<file path="src/rtl/cdc_pkg.sv">
// Shared CDC definitions: transmit FSM state encoding and the default
// synchronizer depth used by the toggle pulse-synchronizer blocks.
package cdc_pkg;

    typedef enum logic {
        IDLE     = 1'b0,
        WAIT_ACK = 1'b1
    } tx_state_e;

    localparam int CDC_SYNC_STAGES_DEF = 2;

endpackage

</file>
<file path="src/rtl/pulse_toggle_tx_if.sv">
// Handshake bundle between an event source / read-side acknowledge and the
// write-domain toggle transmitter. The slave modport is the transmitter.
interface pulse_toggle_tx_if #(
    parameter int PEND_W = 4
);

    logic              evt_pulse;
    logic              ack_tgl;
    logic              ovf_clr;
    logic              req_tgl;
    logic              busy;
    logic [PEND_W-1:0] pend_cnt;
    logic              overflow;

    modport master (
        output evt_pulse,
        output ack_tgl,
        output ovf_clr,
        input  req_tgl,
        input  busy,
        input  pend_cnt,
        input  overflow
    );

    modport slave (
        input  evt_pulse,
        input  ack_tgl,
        input  ovf_clr,
        output req_tgl,
        output busy,
        output pend_cnt,
        output overflow
    );

endinterface

</file>
<file path="src/rtl/cdc_sync_bit.sv">
// N-stage single-bit synchronizer with asynchronous active-low reset.
// All flops clear to 0 on reset; the output is the last stage.
module cdc_sync_bit
    import cdc_pkg::*;
#(
    parameter int STAGES = CDC_SYNC_STAGES_DEF
) (
    input  logic clk,
    input  logic reset,
    input  logic d,
    output logic q
);

    logic [STAGES-1:0] sync_q;

    // Shift the asynchronous input through the synchronizer chain
    always_ff @(posedge clk or negedge reset) begin
        if (!reset) begin
            sync_q <= '0;
        end else begin
            sync_q <= {sync_q[STAGES-2:0], d};
        end
    end

    assign q = sync_q[STAGES-1];

endmodule

</file>
<file path="src/rtl/pulse_toggle_tx.sv">
// Write-domain front end of the toggle pulse synchronizer. Each event pulse
// becomes a flip of req_tgl, held until the synchronized acknowledge toggle
// matches. Optional macro PULSE_TX_PEND_EN adds a saturating pending-event
// counter; without it, events arriving during a transfer are dropped and
// flagged in the sticky overflow bit.
module pulse_toggle_tx
    import cdc_pkg::*;
#(
    parameter int PEND_W          = 4,
    parameter int ACK_SYNC_STAGES = CDC_SYNC_STAGES_DEF
) (
    input  logic              wr_clk,
    input  logic              wr_reset,
    pulse_toggle_tx_if.slave  bus
);

    tx_state_e         state;
    tx_state_e         next_state;
    logic              ack_s;
    logic              req_q;
    logic              req_next;
    logic              ovf_q;
    logic              ovf_next;
    logic              ovf_set;
    logic [PEND_W-1:0] pend_q;
    logic              pend_nz;
    logic              ack_match;
    logic              launch;

    cdc_sync_bit #(
        .STAGES (ACK_SYNC_STAGES)
    ) u_ack_sync (
        .clk   (wr_clk),
        .reset (wr_reset),
        .d     (bus.ack_tgl),
        .q     (ack_s)
    );

    assign pend_nz   = (pend_q != '0);
    assign ack_match = (ack_s == req_q);
    assign launch    = (state == IDLE) && (bus.evt_pulse || pend_nz);

    // FSM state register
    always_ff @(posedge wr_clk or negedge wr_reset) begin
        if (!wr_reset) begin
            state <= IDLE;
        end else begin
            state <= next_state;
        end
    end

    // Next state: launch from IDLE, return once the ack toggle catches up
    always_comb begin
        next_state = state;
        case (state)
            IDLE:     if (launch)    next_state = WAIT_ACK;
            WAIT_ACK: if (ack_match) next_state = IDLE;
            default:                 next_state = IDLE;
        endcase
    end

`ifdef PULSE_TX_PEND_EN
    logic [PEND_W-1:0] pend_next;
    logic              pend_full;

    assign pend_full = &pend_q;

    // Output/datapath decode: toggle on launch, queue or drop events in flight
    always_comb begin
        req_next  = req_q;
        pend_next = pend_q;
        ovf_set   = 1'b0;
        case (state)
            IDLE: begin
                if (launch) begin
                    req_next = ~req_q;
                    if (pend_nz && !bus.evt_pulse) begin
                        pend_next = pend_q - 1'b1;
                    end
                end
            end
            WAIT_ACK: begin
                if (bus.evt_pulse) begin
                    if (pend_full) begin
                        ovf_set = 1'b1;
                    end else begin
                        pend_next = pend_q + 1'b1;
                    end
                end
            end
            default: ;
        endcase
    end

    // Pending-event counter register
    always_ff @(posedge wr_clk or negedge wr_reset) begin
        if (!wr_reset) begin
            pend_q <= '0;
        end else begin
            pend_q <= pend_next;
        end
    end
`else
    // Output/datapath decode: toggle on launch, drop any event while in flight
    always_comb begin
        req_next = req_q;
        ovf_set  = 1'b0;
        case (state)
            IDLE:     if (launch)        req_next = ~req_q;
            WAIT_ACK: if (bus.evt_pulse) ovf_set  = 1'b1;
            default: ;
        endcase
    end

    assign pend_q = '0;
`endif

    // A new loss takes priority over a clear request in the same cycle
    assign ovf_next = ovf_set | (ovf_q & ~bus.ovf_clr);

    // Request toggle and sticky overflow registers
    always_ff @(posedge wr_clk or negedge wr_reset) begin
        if (!wr_reset) begin
            req_q <= 1'b0;
            ovf_q <= 1'b0;
        end else begin
            req_q <= req_next;
            ovf_q <= ovf_next;
        end
    end

    assign bus.req_tgl  = req_q;
    assign bus.busy     = (state == WAIT_ACK) | pend_nz;
    assign bus.pend_cnt = pend_q;
    assign bus.overflow = ovf_q;

endmodule

</file>
<file path="src/flat_wrapper.sv">
// flat-port wrapper written by rule: the top's interface ports become plain ports
module pulse_toggle_tx_flat import cdc_pkg::*;
#(
    parameter int PEND_W          = 4,
    parameter int ACK_SYNC_STAGES = CDC_SYNC_STAGES_DEF
)
  (wr_clk, wr_reset, bus_evt_pulse, bus_ack_tgl, bus_ovf_clr, bus_req_tgl, bus_busy, bus_pend_cnt, bus_overflow);
  pulse_toggle_tx_if #(.PEND_W(PEND_W)) bus_i ();
  input  logic wr_clk;
  input  logic wr_reset;
  input wire logic [$bits(bus_i.evt_pulse)-1:0] bus_evt_pulse;
  input wire logic [$bits(bus_i.ack_tgl)-1:0] bus_ack_tgl;
  input wire logic [$bits(bus_i.ovf_clr)-1:0] bus_ovf_clr;
  output wire logic [$bits(bus_i.req_tgl)-1:0] bus_req_tgl;
  output wire logic [$bits(bus_i.busy)-1:0] bus_busy;
  output wire logic [$bits(bus_i.pend_cnt)-1:0] bus_pend_cnt;
  output wire logic [$bits(bus_i.overflow)-1:0] bus_overflow;
  assign bus_i.evt_pulse = bus_evt_pulse;
  assign bus_i.ack_tgl = bus_ack_tgl;
  assign bus_i.ovf_clr = bus_ovf_clr;
  assign bus_req_tgl = bus_i.req_tgl;
  assign bus_busy = bus_i.busy;
  assign bus_pend_cnt = bus_i.pend_cnt;
  assign bus_overflow = bus_i.overflow;
  pulse_toggle_tx #(.PEND_W(PEND_W), .ACK_SYNC_STAGES(ACK_SYNC_STAGES)) u_core (.wr_clk(wr_clk), .wr_reset(wr_reset), .bus(bus_i));
endmodule
</file>
<file path="config.mk">
export PLATFORM = sky130hd
export DESIGN_NAME = pulse_toggle_tx_flat
export DESIGN_NICKNAME = d
export VERILOG_FILES = /design/src/rtl/cdc_pkg.sv /design/src/rtl/pulse_toggle_tx_if.sv /design/src/rtl/cdc_sync_bit.sv /design/src/rtl/pulse_toggle_tx.sv /design/src/flat_wrapper.sv
export SDC_FILE = /design/constraint.sdc
export NUM_CORES = 1
export LEC_CHECK = 0
export ABC_AREA = 0
export CORE_AREA = 4 4 41 43
export CTS_CLUSTER_DIAMETER = 120
export DETAILED_ROUTE_END_ITERATION = 7
export DIE_AREA = 0 0 45 47
export DONT_BUFFER_PORTS = 1
export HOLD_SLACK_MARGIN = 0.02
export PLACE_DENSITY = 0.3
export SYNTH_ARGS = -nofsm -noshare
export SYNTH_HDL_FRONTEND = slang
export SYNTH_SLANG_ARGS = --single-unit
</file>
<file path="constraint.sdc">
create_clock -name wr_clk -period 2.1 [get_ports wr_clk]
set_input_delay 0.21 -clock wr_clk [delete_from_list [all_inputs] [get_ports wr_clk]]
set_output_delay 0.21 -clock wr_clk [all_outputs]
set_load 0.05 [all_outputs]
</file>
==> metrics.yaml <==
outcome:
  run_status: "finished, final reports clean"
logic_synthesis:
  postSynthCellCount: 18
  top_cells_by_area: "dfrtp_1 (59%), buf_4 (14%), xnor2_1 (8.3%)"
  numSynthFlops: 5
  yosysSeqAreaShare_pct: 59.2
  top_logic_kind: "buffers and inverters"
  post-synth-top-area-fraction_pct: 59.2
  ys_cells: 18
  post_synth.cell_area_avg_sq_um: 11.7
routing:
  vias_per_cell: 3.03
  met2_length_um: 160
  highest-signal-layer: "met3"
  drt_pre_antenna_iters: 1
  dr.first_iter.drc_count: 0
  drtAntennaViolNets: 0
final_timing:
  maxSlewViolCount: 0
  layout_worst_path_cycle_share_pct: 53.5
  min_period_ps: 1120
  total_of_endpoints_with_negative_setup_slack_in_the_final_report: 0
  relSlewSlack_pct: 63.9
  worst-slew-pin-transition_ps: 541
global_routing:
  grt_pass1_wl_um: 517
  grt_pass1_vias: 130
clock_tree:
  post_cts_clock_slew_at_the_launch_and_capture_registers_of_the_worst_setup_and_hold_paths_ps: 40
  cts_max_level: 1
  ctsRootBufferMaster: "clkbuf_4"
  clock-sinks: 5
  tritoncts_clock_tree: "yes"
  cts-root-to-sink-buffers: 2
finish:
  final_standard_cell_utilization_of_the_core_pct: 19.8
  layout.cells.most_common: "dfrtp_1"
  stdcell_count: 38
  final_nets: 29
  fillers: 143
  insertedDiodeCount: 0
critical_path:
  timing.critical_path.fanout_max: 3
  critical_path_start_type: "flip-flop"
  worst-setup-path-type: "flip-flop to output port"
power:
  internal-power_mw: 0.234
  power_frac_comb_pct: 17.3
place:
  finalWeightedCongestion: 0.601
die:
  core.rowCount: 13
  ios: 12
  fp-utilization_pct: 16.3
job:
  drv.max_cap_violation_count: 0
-- registers in the layout (all words and copies together), names as in the netlist --
signal	flops
u_core.bus.req_tgl	1
u_core.u_ack_sync.sync_q	2
u_core.bus.busy	1
u_core.bus.overflow	1
-- stage by stage --
stage,setup slack [ps],power (mW)
after floorplan,1050,0.318
after global placement,1010,0.326
after detailed placement,1010,0.327
after CTS,951,0.446
after global routing,923,0.468
final,977,0.434
-- path summary, 6_finish.rpt --
check / from / endpoint / slack (ps) / cells past startpoint
max reg2reg: u_core.bus.busy$_DFF_PN0_ / u_core.bus.req_tgl$_DFFE_PN0P_ / 1010 / 2
min in group asynchronous: wr_reset / u_core.u_ack_sync.sync_q[0]$_DFF_PN0_ / 260 / 1
min reg2reg: u_core.u_ack_sync.sync_q[0]$_DFF_PN0_ / u_core.u_ack_sync.sync_q[1]$_DFF_PN0_ / 340 / 0
max: u_core.bus.req_tgl$_DFFE_PN0P_ / bus_req_tgl / 980 / 0
max in group asynchronous: wr_reset / u_core.bus.busy$_DFF_PN0_ / 1650 / 1
min: bus_ovf_clr / u_core.bus.overflow$_DFF_PN0_ / 70 / 1
-- synthesized netlist by cell type (all sizes together) --
| cell type | number |
|---|---|
| buf | 4 |
| conb | 1 |
| dfrtp | 5 |
| inv | 2 |
| nand2 | 1 |
| nand2b | 1 |
| o21ai | 2 |
| xnor2 | 2 |
-- cell families after synthesis --
logic type      count (synthesis)
xor+xnor                        2
flops                           5
simple gates                    2
compound gates                  2
buf+inv                         6
other cells                     1
-- power by group through the flow --
| stage | logic, mW | clock network (mW) | registers, mW |
|---|---|---|---|
| floorplan | 0.0710 | 0 | 0.247 |
| global placement | 0.0710 | 0 | 0.255 |
| detailed placement | 0.0721 | 0 | 0.255 |
| CTS | 0.0774 | 0.116 | 0.253 |
| global route | 0.0840 | 0.126 | 0.258 |
| finish | 0.0752 | 0.108 | 0.251 |
-- final cells by class --
cell class                      instances  share of cell area [%]
Clock buffer                            4                    10.2
Tap cell                               15                    7.28
Multi-Input combinational cell         10                    23.3
Sequential cell                         5                    48.5
Inverter                                2                    2.91
Timing Repair Buffer                    2                    7.77
-- routing by layer --
layer	global-route usage, %	up-vias
met1	2.76	52
met5	0	-
met2	5.08	8
li1	-	55
met4	8.77	0
met3	3.07	0
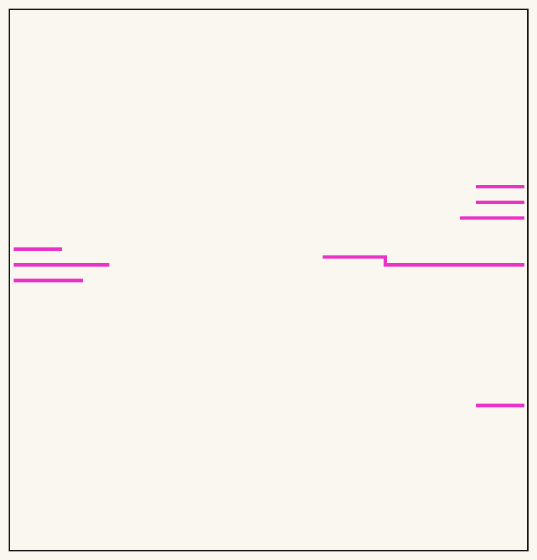
*M3 wires*
8 nets have wire on it. The layer carries 52.7 um of wire. The wires run mostly horizontal.
wire length after detailed routing: 300 um
GR Layer Usage met3: 3.07%
total vias in the final route: 115

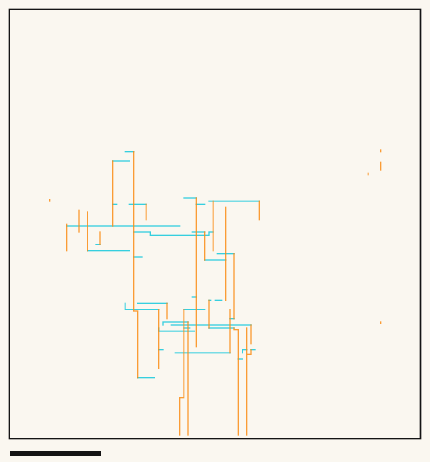
*Wiring by layer*
Bar = 10 um. Two of the layers only.
Key: cyan = M1 [wire length 87.4 um]; orange = M2 [wire length 160 um]
routed length per instance: 7.89 um
Total GRT Usage: 4.21%

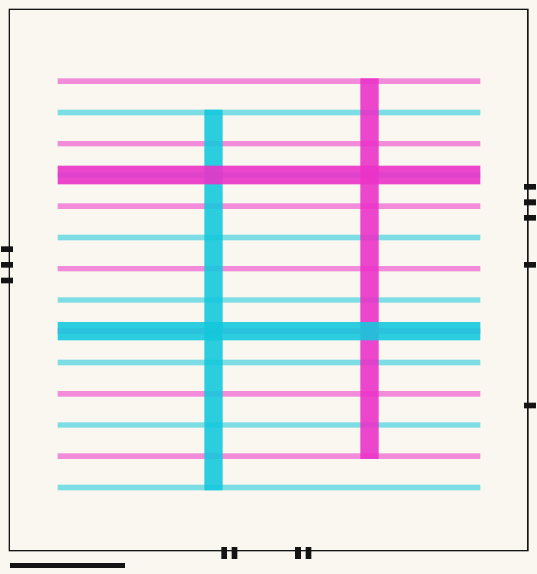
*Supply network*
Bar = 10 um. Pins as bars on the die edge.
Key: cyan = VSS; magenta = VDD
The core has 13 rows. 12 signal pins sit on the boundary. 2 straps on met5.
Chip Width: 45 um
die height: 47 um
Core Area: 1300 sq um
Worst IR Drop VDD: 0.000416 V

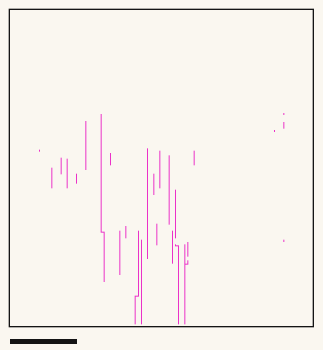
*Met2 routing*
Bar = 10 um.
The layer holds 53% of the routed length. 24 nets have wire on it. The layer carries 160 um of wire. The wires run mostly vertical. The longest straight run is 17.5 um.
global-route met2 utilization: 5.08%

No activity file was given, so power comes from the tool's default toggle rates.
